===== src/rtl/m_pkg.sv =====
// Shared definitions for the RV32M multiply/divide unit: operation
// encodings, the control state type and the M-extension func7 value.
package m_pkg;

    localparam logic [6:0] M_FUNC7 = 7'b0000001;

    localparam logic [2:0] M_MUL    = 3'b000;
    localparam logic [2:0] M_MULH   = 3'b001;
    localparam logic [2:0] M_MULHSU = 3'b010;
    localparam logic [2:0] M_MULHU  = 3'b011;
    localparam logic [2:0] M_DIV    = 3'b100;
    localparam logic [2:0] M_DIVU   = 3'b101;
    localparam logic [2:0] M_REM    = 3'b110;
    localparam logic [2:0] M_REMU   = 3'b111;

    typedef enum logic [1:0] {
        ST_IDLE = 2'd0,
        ST_DIV  = 2'd1,
        ST_FIX  = 2'd2,
        ST_DONE = 2'd3
    } m_state_t;

endpackage


===== src/rtl/m_div_iter.sv =====
// One restoring-division step on magnitudes: shift the next dividend bit
// into the partial remainder, trial-subtract the divisor and shift the
// resulting quotient bit into the low end of the dividend/quotient word.
module m_div_iter
    import m_pkg::*;
#(
    parameter int XLEN = 32
) (
    input  logic [XLEN-1:0] rem_in,
    input  logic [XLEN-1:0] quo_in,
    input  logic [XLEN-1:0] divisor,
    output logic [XLEN-1:0] rem_out,
    output logic [XLEN-1:0] quo_out
);

    logic [XLEN:0] rem_shift;
    logic          fits;

    // The partial remainder is always below the divisor, so after the
    // shift it is below 2*divisor and the difference fits in XLEN bits.
    always_comb begin
        rem_shift = {rem_in, quo_in[XLEN-1]};
        fits      = (rem_shift >= {1'b0, divisor});
        rem_out   = fits ? (rem_shift[XLEN-1:0] - divisor) : rem_shift[XLEN-1:0];
        quo_out   = {quo_in[XLEN-2:0], fits};
    end

endmodule


===== src/rtl/m_unit.sv =====
// Iterative RV32M multiply/divide unit sitting beside the ALU in EX.
// Multiplies and divide corner cases complete in one cycle; ordinary
// divides run a restoring divider for XLEN/DIV_BITS_PER_CYCLE cycles,
// fix the signs, then pulse done for one cycle.
module m_unit
    import m_pkg::*;
#(
    parameter int XLEN               = 32,
    parameter int DIV_BITS_PER_CYCLE = 1
) (
    input  logic            clk,
    input  logic            rst,
    input  logic            m_start,
    input  logic [2:0]      func3,
    input  logic [XLEN-1:0] op1,
    input  logic [XLEN-1:0] op2,
    input  logic [4:0]      rd_in,
    input  logic            pipeline_flush,
    output logic [XLEN-1:0] result,
    output logic [4:0]      result_rd,
    output logic            done,
    output logic            stall_req,
    output logic            busy
);

    localparam int N_ITER = XLEN / DIV_BITS_PER_CYCLE;
    localparam int CNT_W  = $clog2(N_ITER);
    localparam logic [CNT_W-1:0] CNT_LOAD = CNT_W'(N_ITER - 1);

    m_state_t          state_reg;
    logic [CNT_W-1:0]  cnt_reg;
    logic [XLEN-1:0]   quo_reg;
    logic [XLEN-1:0]   rem_reg;
    logic [XLEN-1:0]   dsr_reg;
    logic              neg_q_reg;
    logic              neg_r_reg;
    logic              sel_rem_reg;
    logic [XLEN-1:0]   result_reg;
    logic [4:0]        result_rd_reg;

    logic              accept;
    logic              is_mul;
    logic              is_signed;
    logic              is_rem;
    logic              div_by_zero;
    logic              div_ovf;
    logic              a_signed;
    logic              b_signed;
    logic [XLEN-1:0]   op1_abs;
    logic [XLEN-1:0]   op2_abs;
    logic [2*XLEN-1:0] mul_a;
    logic [2*XLEN-1:0] mul_b;
    logic [2*XLEN-1:0] mul_prod;
    logic [XLEN-1:0]   quo_fixed;
    logic [XLEN-1:0]   rem_fixed;

    logic [XLEN-1:0]   rem_chain [0:DIV_BITS_PER_CYCLE];
    logic [XLEN-1:0]   quo_chain [0:DIV_BITS_PER_CYCLE];

    // Operation decode, operand conditioning and the single-cycle multiplier.
    always_comb begin
        accept      = (state_reg == ST_IDLE) & m_start & ~pipeline_flush & ~rst;
        is_mul      = ~func3[2];
        is_signed   = ~func3[0];
        is_rem      = func3[1];
        div_by_zero = (op2 == '0);
        div_ovf     = is_signed & (op1 == {1'b1, {(XLEN-1){1'b0}}}) & (op2 == '1);
        op1_abs     = (is_signed & op1[XLEN-1]) ? -op1 : op1;
        op2_abs     = (is_signed & op2[XLEN-1]) ? -op2 : op2;
        // Sign-extending both operands to 2*XLEN makes the low 2*XLEN bits of
        // the product correct for every signedness combination.
        a_signed    = (func3 != M_MULHU);
        b_signed    = (func3 == M_MUL) | (func3 == M_MULH);
        mul_a       = {{XLEN{a_signed & op1[XLEN-1]}}, op1};
        mul_b       = {{XLEN{b_signed & op2[XLEN-1]}}, op2};
        mul_prod    = mul_a * mul_b;
        quo_fixed   = neg_q_reg ? -quo_reg : quo_reg;
        rem_fixed   = neg_r_reg ? -rem_reg : rem_reg;
    end

    assign rem_chain[0] = rem_reg;
    assign quo_chain[0] = quo_reg;

    // Chain of division steps evaluated within one cycle.
    generate
        for (genvar gi = 0; gi < DIV_BITS_PER_CYCLE; gi++) begin : g_iter
            m_div_iter #(.XLEN(XLEN)) u_iter (
                .rem_in  (rem_chain[gi]),
                .quo_in  (quo_chain[gi]),
                .divisor (dsr_reg),
                .rem_out (rem_chain[gi+1]),
                .quo_out (quo_chain[gi+1])
            );
        end
    endgenerate

    // Control FSM plus all datapath and result registers.
    always_ff @(posedge clk) begin
        if (rst) begin
            state_reg     <= ST_IDLE;
            cnt_reg       <= '0;
            quo_reg       <= '0;
            rem_reg       <= '0;
            dsr_reg       <= '0;
            neg_q_reg     <= 1'b0;
            neg_r_reg     <= 1'b0;
            sel_rem_reg   <= 1'b0;
            result_reg    <= '0;
            result_rd_reg <= '0;
        end else begin
            case (state_reg)
                ST_IDLE: begin
                    if (accept) begin
                        result_rd_reg <= rd_in;
                        if (is_mul) begin
                            result_reg <= (func3 == M_MUL) ? mul_prod[XLEN-1:0]
                                                           : mul_prod[2*XLEN-1:XLEN];
                            state_reg  <= ST_DONE;
                        end else if (div_by_zero) begin
                            result_reg <= is_rem ? op1 : '1;
                            state_reg  <= ST_DONE;
                        end else if (div_ovf) begin
                            // Overflowed quotient is the dividend itself.
                            result_reg <= is_rem ? '0 : op1;
                            state_reg  <= ST_DONE;
                        end else begin
                            quo_reg     <= op1_abs;
                            rem_reg     <= '0;
                            dsr_reg     <= op2_abs;
                            neg_q_reg   <= is_signed & (op1[XLEN-1] ^ op2[XLEN-1]);
                            neg_r_reg   <= is_signed & op1[XLEN-1];
                            sel_rem_reg <= is_rem;
                            cnt_reg     <= CNT_LOAD;
                            state_reg   <= ST_DIV;
                        end
                    end
                end
                ST_DIV: begin
                    if (pipeline_flush) begin
                        state_reg <= ST_IDLE;
                    end else begin
                        quo_reg <= quo_chain[DIV_BITS_PER_CYCLE];
                        rem_reg <= rem_chain[DIV_BITS_PER_CYCLE];
                        if (cnt_reg == '0) begin
                            state_reg <= ST_FIX;
                        end else begin
                            cnt_reg <= cnt_reg - CNT_W'(1);
                        end
                    end
                end
                ST_FIX: begin
                    if (pipeline_flush) begin
                        state_reg <= ST_IDLE;
                    end else begin
                        result_reg <= sel_rem_reg ? rem_fixed : quo_fixed;
                        state_reg  <= ST_DONE;
                    end
                end
                ST_DONE: begin
                    // The instruction still in EX is the one just finished.
                    state_reg <= ST_IDLE;
                end
                default: begin
                    state_reg <= ST_IDLE;
                end
            endcase
        end
    end

    assign result    = result_reg;
    assign result_rd = result_rd_reg;
    assign done      = (state_reg == ST_DONE);
    assign busy      = (state_reg != ST_IDLE);
    assign stall_req = accept | (state_reg == ST_DIV) | (state_reg == ST_FIX);

endmodule


===== config.mk =====
export PLATFORM = sky130hd
export DESIGN_NAME = m_unit
export DESIGN_NICKNAME = d
export VERILOG_FILES = /design/src/rtl/m_pkg.sv /design/src/rtl/m_div_iter.sv /design/src/rtl/m_unit.sv
export SDC_FILE = /design/constraint.sdc
export NUM_CORES = 2
export LEC_CHECK = 0
export CORE_ASPECT_RATIO = 1.75
export CORE_MARGIN = 4
export CORE_UTILIZATION = 35
export CTS_BUF_LIST = sky130_fd_sc_hd__clkbuf_16
export CTS_CLUSTER_DIAMETER = 150
export CTS_CLUSTER_SIZE = 30
export DETAILED_ROUTE_END_ITERATION = 10
export SKIP_CTS_REPAIR_TIMING = 1
export SYNTH_ARGS = -nofsm -noshare
export SYNTH_HDL_FRONTEND = slang
export SYNTH_SLANG_ARGS = --single-unit

===== constraint.sdc =====
create_clock -name clk -period 13.2 [get_ports clk]
set_input_delay 3.96 -clock clk [delete_from_list [all_inputs] [get_ports clk]]
set_output_delay 3.96 -clock clk [all_outputs]
set_load 0.1 [all_outputs]

==> results.txt <==
run metrics: adder share 51.91%, cycle use final 96.07%, antenna violations before repair 17, layout cell share with drive strength beyond 1 5.130%, GRT Util Overall 24.91%, hpwl dp 149.9 mm, mapped cell area 49940 sq um, vias in the first global route 45.72k, Final Max Slew Viols 0, I/O Pins 116, design area 53640 sq um, status completed, Fillers 14.62k, AND-OR/OR-AND Cells, Area Fraction 9.608%, total grt overflow 0, FP Util 35.18%, Hold Path Cell Cnt 2, Clock Latency Late Sink 440 ps, R2R depth 11, Hold Path End result_rd[4], Num CTS Buffers 17, MUX share of area 0.7090%, Slew HR 3.717%, startpoint types primary input, register share after synthesis 5.732%, # Max-Cap Violations 0, Synth Warn # 0, Placement Setup Slack -87.11 ps, yosys simple share 15.92%, worst slew pin tran 1433 ps, logic area 40870 sq um, Mapped Avg Cell Area 8.421 sq um, final hold slack 453.8 ps, worst path arrival time 12980 ps, tool warnings 28, Vias 41.39k, Reg area 2863 sq um, global-route wire length before repair 278.5 mm, Cell Rows 183, Cell variety after synth 84, Post-Syn Instances 5931, initial DRC count 2725, YS chip area 49940 sq um, most used cell, CP fa_1, WP buf/inv 7, minimum clock period 12680 ps, H-tree Lvls 4, placed cells 7666, most used flip-flop cell dfxtp_1, Synthesized registers 143
layout by cell type, fill, tap and decap left out, drive strengths merged, types with 8 or more instances in the layout:
cell type      Yosys  layout
or3               11      11
a211o              8       8
or4               27      27
ha               252     252
dfxtp            143     143
o21a              20      20
clkbuf           274      17
nor4              18      18
and3              12      12
nand2b            18      18
nand2            971     971
and2             277     277
diode              0       9
fa              1126    1126
o21ai            167     167
a221oi            12      12
nor2             258     258
nor3              47      47
a311oi            11      11
nand3             34      34
a211oi            80      80
nand4             36      36
a31oi             28      28
xor2              83      83
a21o              39      39
a21oi            203     203
xnor2            123     123
o41ai             27      27
clkdlybuf4s50      0      57
nor2b             12      12
buf              119     221
mux2i             32      32
o21bai            14      14
o31ai             35      35
maj3              23      23
inv             1252    1256
o211ai            24      24
or2               15      15
how the worst max path moves through the flow:
stage	slack [ps]	depth (start not counted)	startpoint	endpoint
CTS	370	23	func3[2]	result[31]
detailed placement	-90	23	func3[2]	result[31]
global placement	-10	23	func3[2]	result[31]
finish	520	26	op2[1]	result[16]
global route	120	23	func3[2]	result[31]
floorplan	620	30	func3[2]	result[31]
layout make-up:
cell class | instances | area share, %
multi-input cells | 4142 | 76.20
inverters | 1253 | 8.769
flip-flops and latches | 143 | 5.337
well taps | 1850 | 4.315
repair buffers | 278 | 4.106
clock buffers | 17 | 0.7931
clock inverters | 15 | 0.4339
diodes | 9 | 0.04199
routing by layer:
metal / vias to the layer above / global-route usage (%) / part of all wire (%)
met3: 678 / 2.889 / 5.3
met4: 4 / 20.22 / 10
met2: 1659 / 45.54 / 51
li1: 17810 / - / -
met1: 21230 / 25.44 / 33
met5: - / 0 / 0.019
Pin placement:
Pins as bars across the die edge, other pins in grey.
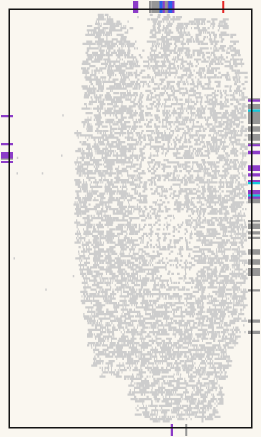
Blue shows result_rd, pins 5, direction output, edge top. Red shows clk, pins 1, direction input, edge top. Purple shows op1, pins 32, direction input, edge 15 right, 9 top, 7 left, 1 bottom. Cyan shows func3, pins 3, direction input, edge right.
All pins by edge: 70 right, 36 top, 8 left, 2 bottom.

Signal wires by layer:
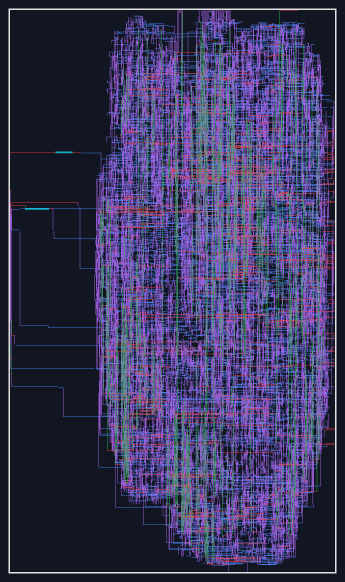
Blue shows met1, wire length 60.5 mm. Cyan shows met5, wire length 34.0 microns. Green shows met4, wire length 19100 microns. Red shows met3, wire length 9810 microns. Purple shows met2, wire length 94.3 mm.

Logic cells by family:
The bar under the picture is 100 microns long.
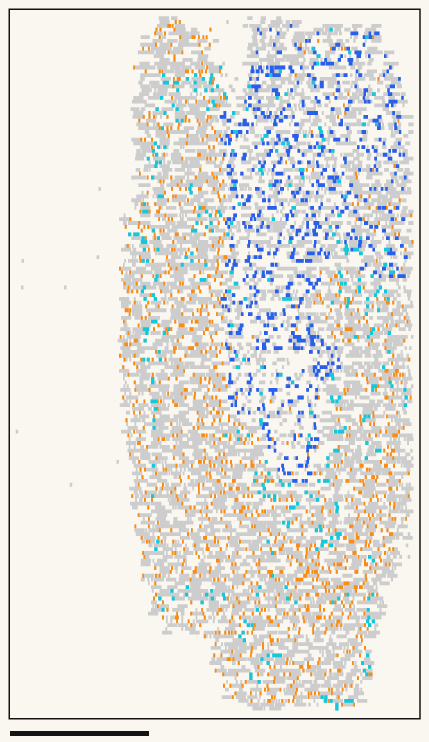
Blue shows inverting AOI/OAI gates, cells 649. Orange shows inverters, cells 1253. Cyan shows AND and OR gates, cells 354.

